### src/rtl/decimal_pkg.sv
// Shared types for the decimal keypad front-end and the downstream encoder.
// Holds the digit count, the one-hot code type and the debouncer state encoding.
package decimal_pkg;

  localparam int NUM_DIGITS = 10;

  typedef logic [NUM_DIGITS-1:0] digit_onehot_t;

  typedef enum logic [1:0] {
    IDLE     = 2'd0,
    DEBOUNCE = 2'd1,
    PRESSED  = 2'd2,
    RELEASE  = 2'd3
  } kd_state_t;

  function automatic logic is_onehot(input digit_onehot_t x);
    return $onehot(x);
  endfunction

  function automatic logic is_zero(input digit_onehot_t x);
    return (x == {NUM_DIGITS{1'b0}});
  endfunction

endpackage

### src/rtl/sync_2ff.sv
// Two-flop synchroniser for asynchronous level inputs, any width.
// Synchronous active-low reset clears both stages.
module sync_2ff #(
  parameter int WIDTH = 1
) (
  input  logic             clk,
  input  logic             rst_n,
  input  logic [WIDTH-1:0] d,
  output logic [WIDTH-1:0] q
);

  logic [WIDTH-1:0] meta_r;
  logic [WIDTH-1:0] sync_r;

  // metastability stage followed by the resolved stage
  always_ff @(posedge clk) begin
    if (!rst_n) begin
      meta_r <= {WIDTH{1'b0}};
      sync_r <= {WIDTH{1'b0}};
    end else begin
      meta_r <= d;
      sync_r <= meta_r;
    end
  end

  assign q = sync_r;

endmodule

### src/rtl/decimal_key_debouncer.sv
// Synchronises, debounces and multi-key-filters 10 decimal key lines into a one-hot code.
// Optional auto-repeat of the press strobe while a key is held: define AUTO_REPEAT_EN.
module decimal_key_debouncer
  import decimal_pkg::*;
#(
  parameter int DEBOUNCE_CYCLES = 16,
  parameter int REPEAT_CYCLES   = 1024
) (
  input  logic                  clk,
  input  logic                  rst_n,
  input  logic [NUM_DIGITS-1:0] key_raw,
  output logic [NUM_DIGITS-1:0] key_onehot,
  output logic                  key_valid,
  output logic                  key_error
);

  localparam int CNT_W = $clog2(DEBOUNCE_CYCLES + 1);
  localparam logic [CNT_W-1:0] CNT_ZERO = {CNT_W{1'b0}};
  localparam logic [CNT_W-1:0] CNT_ONE  = CNT_W'(32'd1);
  localparam logic [CNT_W-1:0] CNT_LAST = CNT_W'(DEBOUNCE_CYCLES - 32'sd1);

  digit_onehot_t    key_sync_s;
  kd_state_t        state_r,  state_s;
  digit_onehot_t    cand_r,   cand_s;
  logic [CNT_W-1:0] cnt_r,    cnt_s;
  digit_onehot_t    onehot_r, onehot_s;
  logic             valid_r,  valid_s;
  logic             error_r,  error_s;

`ifdef AUTO_REPEAT_EN
  localparam int REP_W = $clog2(REPEAT_CYCLES);
  localparam logic [REP_W-1:0] REP_ZERO = {REP_W{1'b0}};
  localparam logic [REP_W-1:0] REP_ONE  = REP_W'(32'd1);
  localparam logic [REP_W-1:0] REP_LAST = REP_W'(REPEAT_CYCLES - 32'sd1);
  logic [REP_W-1:0] rep_r, rep_s;
`endif

  sync_2ff #(
    .WIDTH(NUM_DIGITS)
  ) u_sync (
    .clk  (clk),
    .rst_n(rst_n),
    .d    (key_raw),
    .q    (key_sync_s)
  );

  // next-state and output decode; the mismatch test comes before count completion
  always_comb begin
    state_s  = state_r;
    cand_s   = cand_r;
    cnt_s    = cnt_r;
    onehot_s = onehot_r;
    valid_s  = 1'b0;
    error_s  = error_r;
`ifdef AUTO_REPEAT_EN
    rep_s    = rep_r;
`endif
    case (state_r)
      IDLE: begin
        if (is_onehot(key_sync_s)) begin
          cand_s  = key_sync_s;
          cnt_s   = CNT_ONE;
          state_s = DEBOUNCE;
        end else if (!is_zero(key_sync_s)) begin
          error_s = 1'b1;
        end else begin
          error_s = 1'b0;
        end
      end
      DEBOUNCE: begin
        if (key_sync_s != cand_r) begin
          cnt_s   = CNT_ZERO;
          state_s = IDLE;
        end else if (cnt_r == CNT_LAST) begin
          onehot_s = cand_r;
          valid_s  = 1'b1;
          cnt_s    = CNT_ZERO;
          state_s  = PRESSED;
`ifdef AUTO_REPEAT_EN
          rep_s    = REP_ZERO;
`endif
        end else begin
          cnt_s = cnt_r + CNT_ONE;
        end
      end
      PRESSED: begin
        if (is_zero(key_sync_s)) begin
          cnt_s   = CNT_ONE;
          state_s = RELEASE;
`ifdef AUTO_REPEAT_EN
          rep_s   = REP_ZERO;
`endif
        end else if (key_sync_s != cand_r) begin
          error_s = 1'b1;
        end else begin
`ifdef AUTO_REPEAT_EN
          if (rep_r == REP_LAST) begin
            valid_s = 1'b1;
            rep_s   = REP_ZERO;
          end else begin
            rep_s = rep_r + REP_ONE;
          end
`else
          state_s = PRESSED;
`endif
        end
      end
      RELEASE: begin
        if (!is_zero(key_sync_s)) begin
          cnt_s   = CNT_ZERO;
          state_s = PRESSED;
`ifdef AUTO_REPEAT_EN
          rep_s   = REP_ZERO;
`endif
        end else if (cnt_r == CNT_LAST) begin
          onehot_s = {NUM_DIGITS{1'b0}};
          error_s  = 1'b0;
          cnt_s    = CNT_ZERO;
          state_s  = IDLE;
        end else begin
          cnt_s = cnt_r + CNT_ONE;
        end
      end
      default: begin
        state_s  = IDLE;
        cnt_s    = CNT_ZERO;
        onehot_s = {NUM_DIGITS{1'b0}};
        error_s  = 1'b0;
      end
    endcase
  end

  // state and registered outputs
  always_ff @(posedge clk) begin
    if (!rst_n) begin
      state_r  <= IDLE;
      cand_r   <= {NUM_DIGITS{1'b0}};
      cnt_r    <= CNT_ZERO;
      onehot_r <= {NUM_DIGITS{1'b0}};
      valid_r  <= 1'b0;
      error_r  <= 1'b0;
`ifdef AUTO_REPEAT_EN
      rep_r    <= REP_ZERO;
`endif
    end else begin
      state_r  <= state_s;
      cand_r   <= cand_s;
      cnt_r    <= cnt_s;
      onehot_r <= onehot_s;
      valid_r  <= valid_s;
      error_r  <= error_s;
`ifdef AUTO_REPEAT_EN
      rep_r    <= rep_s;
`endif
    end
  end

  assign key_onehot = onehot_r;
  assign key_valid  = valid_r;
  assign key_error  = error_r;

endmodule

### config.mk
export PLATFORM = sky130hd
export DESIGN_NAME = decimal_key_debouncer
export DESIGN_NICKNAME = d
export VERILOG_FILES = /design/src/rtl/decimal_pkg.sv /design/src/rtl/sync_2ff.sv /design/src/rtl/decimal_key_debouncer.sv
export SDC_FILE = /design/constraint.sdc
export NUM_CORES = 1
export LEC_CHECK = 0
export CAP_MARGIN = 20
export CORE_ASPECT_RATIO = 1.5
export CORE_MARGIN = 1
export CORE_UTILIZATION = 60
export CTS_CLUSTER_SIZE = 30
export DETAILED_ROUTE_END_ITERATION = 10
export GPL_TIMING_DRIVEN = 0
export PLACE_DENSITY = 0.8
export SETUP_SLACK_MARGIN = 0.5
export SYNTH_ARGS = -nofsm -noshare
export SYNTH_HDL_FRONTEND = slang
export SYNTH_HIERARCHICAL = 1
export SYNTH_SLANG_ARGS = --single-unit
### constraint.sdc
create_clock -name clk -period 8.25 [get_ports clk]
set_input_delay 2.475 -clock clk [delete_from_list [all_inputs] [get_ports clk]]
set_output_delay 2.475 -clock clk [all_outputs]
set_load 0.05 [all_outputs]
==> run_1/gate_families.png <==
Bar = 20 um.
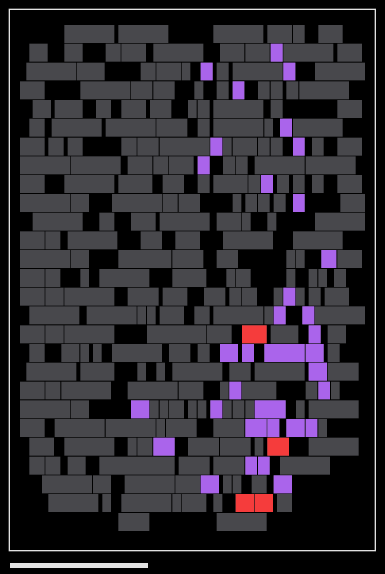
legend:
  AND-OR and OR-AND gates:
    colour: red
    cells: 4
    most_used: o21a_1
  inverting AOI/OAI gates:
    colour: purple
    cells: 34
    most_used: o21ai_1
most used logic cell in the final layout: dfxtp_1
tally of non-filler cells in the final layout: 311
Comb/total area: 44.9%

==> run_1/registers.png <==
Bar = 20 um. Other sequential cells in the stronger grey, the rest of the logic in the fainter grey.
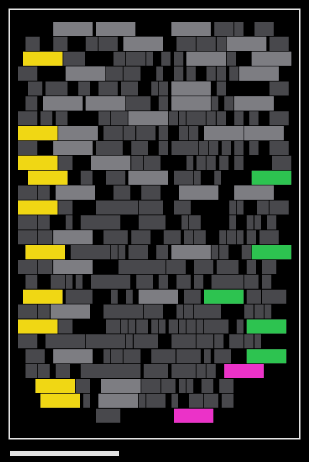
legend:
  cnt_r:
    colour: green
    flops: 5
  u_sync/meta_r:
    colour: yellow
    flops: 10
  state_r:
    colour: magenta
    flops: 2
not coloured: 32
storage element area: 981 um^2
flop share of the area: 36.2%
post-layout util: 73.7%
sequential power: 0.000265 W

==> run_1/final_clocks.png <==
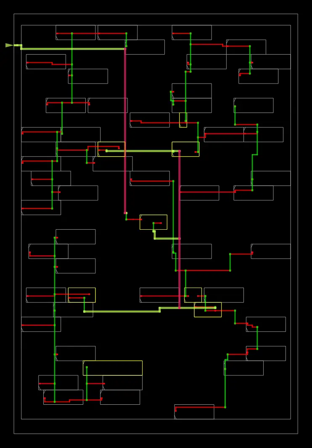
TritonCTS buffer count: 5
sequential cell count of the final layout: 49
worst setup skew after layout: 9.51 ps
Power Clock: 0.000171 W
Clock buffer cells: 6

==> ci_impl_report.md, run 1 <==
### Yosys + OpenROAD results

| Metric | Value |
|---|---|
| Run status | completed |
| Switching Share | 30.5% |
| Core area | 3680 um^2 |
| Cell count listed in synth_stat.txt | 238 |
| Portion of the layout cell area used by non-clock buffers | 10.2% |
| Per-cell via count in the routed design | 5.52 |
| Antenna Diode Count | 0 |
| # setup viols final | 0 |
| Tally of buffers added on design ports | 22 |
| Count of nets after finishing | 294 |
| Period minus WS final | 3940 ps |
| Starting Density | 63.2% |
| Worst-skew pair later-pin latency | 300 ps |
| Busiest grt layer | met2 |
| Critical Path Start Type | flop |
| Total placed instance area | 2600 um^2 |
| Vias | 1,718 |
| Count of cell types in the netlist | 44 |
| Number of warnings issued by yosys | 6 |
| Met1 usage in global routing | 23.3% |
| Primary flip-flop cell chosen by synthesis mapping | dfxtp_1 |
## run 1: metal layers
metal	wire, um	vias to the layer above	share of wire [%]
met3	104	5	2.5
met5	0	-	0
li1	-	860	-
met1	1670	828	41
met4	59	0	1.4
met2	2260	25	55
## run 1: cells in the final DEF (no fill, tap or decap), types with 2 or more instances in the layout
master / instances
o21a_1: 2
a21boi_1: 3
nand3_1: 25
o21ai_1: 10
xor2_1: 10
o21ai_0: 6
mux2i_1: 11
fa_1: 6
nor4_2: 2
clkbuf_8: 5
clkdlybuf4s50_1: 22
inv_1: 19
and2_2: 11
clkbuf_1: 5
nand2_1: 9
a211oi_1: 2
dfxtp_1: 49
a21oi_1: 6
and2_1: 9
nor2b_1: 9
buf_2: 3
buf_6: 2
ha_1: 9
o211ai_1: 2
nor2_1: 8
==> run 2, diff against run 1 <==
CORE_UTILIZATION = 56   (was 60)
PLACE_DENSITY = 0.75   (was 0.8)
clock period = 4.1 ns   (was 8.25 ns; I/O delays follow)
==> run_2/pins.png <==
Pins as bars across the die edge, other pins in grey.
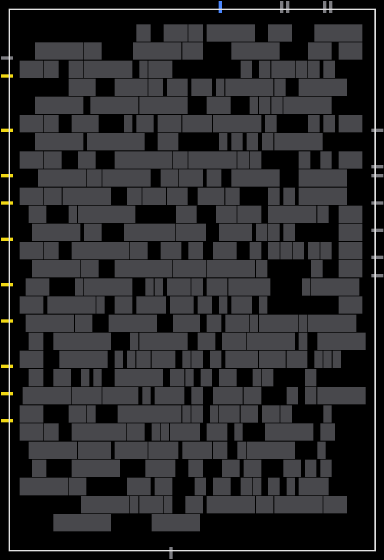
legend:
  rst_n:
    colour: blue
    pins: 1
    direction: input
    edge: top
  key_raw:
    colour: yellow
    pins: 10
    direction: input
    edge: left
tally of buffers added on design ports: 22
die x size: 54.6 um
vertical die size: 81.0 um

==> run_2/metal_stack.png <==
Only two layers are drawn.
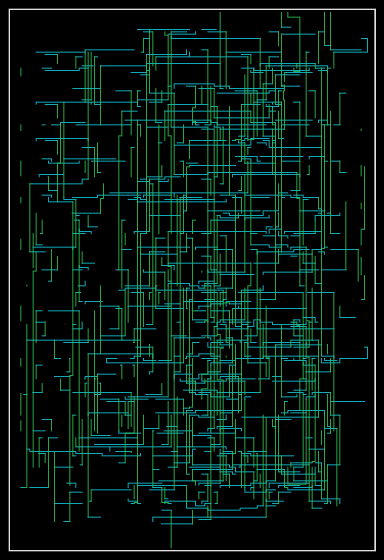
legend:
  met1:
    colour: cyan
    wire_length: 1,830 um
  met2:
    colour: green
    wire_length: 2,340 um
overall routing resource usage: 21.7%
total length of routed wires: 4320 um
final routed wire length divided by cell count: 13.5 um
Vias: 1,709

==> ci_impl_report.md, run 2 <==
### Yosys + OpenROAD results

| Metric | Value |
|---|---|
| Per-cell via count in the routed design | 5.36 |
| Comb/total area | 45.0% |
| Count of cell types in the netlist | 44 |
| XOR/XNOR Area Share | 3.76% |
| Worst setup skew after layout | 9.28 ps |
| Busiest grt layer | met2 |
| DR top layer | met4 |
| Flop share of the area | 35.6% |
| Layout overhead on the synthesized area | 21.1% |
| Met3 wirelength from detailed routing | 78 um |
| M1 WL | 1830 um |
| Buffer type at the clock tree root | clkbuf_8 |
| Starting Density | 58.8% |
| Storage element area | 1000 um^2 |
| Vias in the first global route | 1,559 |
| Worst-skew pair later-pin latency | 310 ps |
| Sequential cell count of the final layout | 49 |
| Log Warnings | 33 |
| Switching Share | 32.5% |
| Tally of non-filler cells in the final layout | 319 |
| Total placed instance area | 2600 um^2 |
| Count of nets after finishing | 300 |
| Critical Path Start Type | flop |
| Number of warnings issued by yosys | 6 |
| Post-layout util | 71.2% |
| Met1 usage in global routing | 25.4% |
| MUX area fraction | 4.73% |
| Core area | 3960 um^2 |
| Count of placed standard cells including taps | 305 |
| Synth Area in Compound Gates | 10.7% |
| Met2 wire length | 2340 um |
| Class of the most critical hold timing path | reg -> reg |
| TritonCTS buffer count | 5 |
| List of cells traversed by the critical path | fa_1, fa_1, inv_1, fa_1, inv_1, ha_2, inv_2, fa_2, o2111ai_4, a22oi_2, a21oi_2, or3_1, a21boi_1 |
| Antenna Diode Count | 0 |
| Portion of the layout cell area used by non-clock buffers | 11.8% |
| Run status | completed |
| Most frequent logic cells in the routed design | dfxtp_1, nand3_1, clkdlybuf4s50_1 |
| Non-CTS inverters | 19 |
| Most used logic cell in the final layout | dfxtp_1 |
| Clock buffer cells | 6 |
| Residual DRC count | 0 |
| Primary flip-flop cell chosen by synthesis mapping | dfxtp_1 |
| Cell count listed in synth_stat.txt | 238 |
==> run 2: cell count changes in the layout (fill, tap and decap cells not counted), sizes merged <==
cell	previous run	this run
buf	6	12
clkinvlp	0	2
bufinv	1	0
clkinv	1	0
==> run 2: power by group through the flow <==
stage / Clock [W] / Combinational [W] / Sequential [W]
4_1_cts: 0.000287 / 0.000340 / 0.000531
6_report: 0.000281 / 0.000385 / 0.000530
3_3_place_gp: 0 / 0.000304 / 0.000543
5_1_grt: 0.000299 / 0.000422 / 0.000535
2_1_floorplan: 0 / 0.000229 / 0.000553
3_5_place_dp: 0 / 0.000310 / 0.000545
==> run 2: what timing repair did <==
action | CTS | global route
resized | 17 | 11
setup endpoints to repair | 17 | 17
setup buffers | 4 | 1
gates cloned | 0 | 1
pin swaps | 5 | 9
Power and IR drop assume default switching activity.
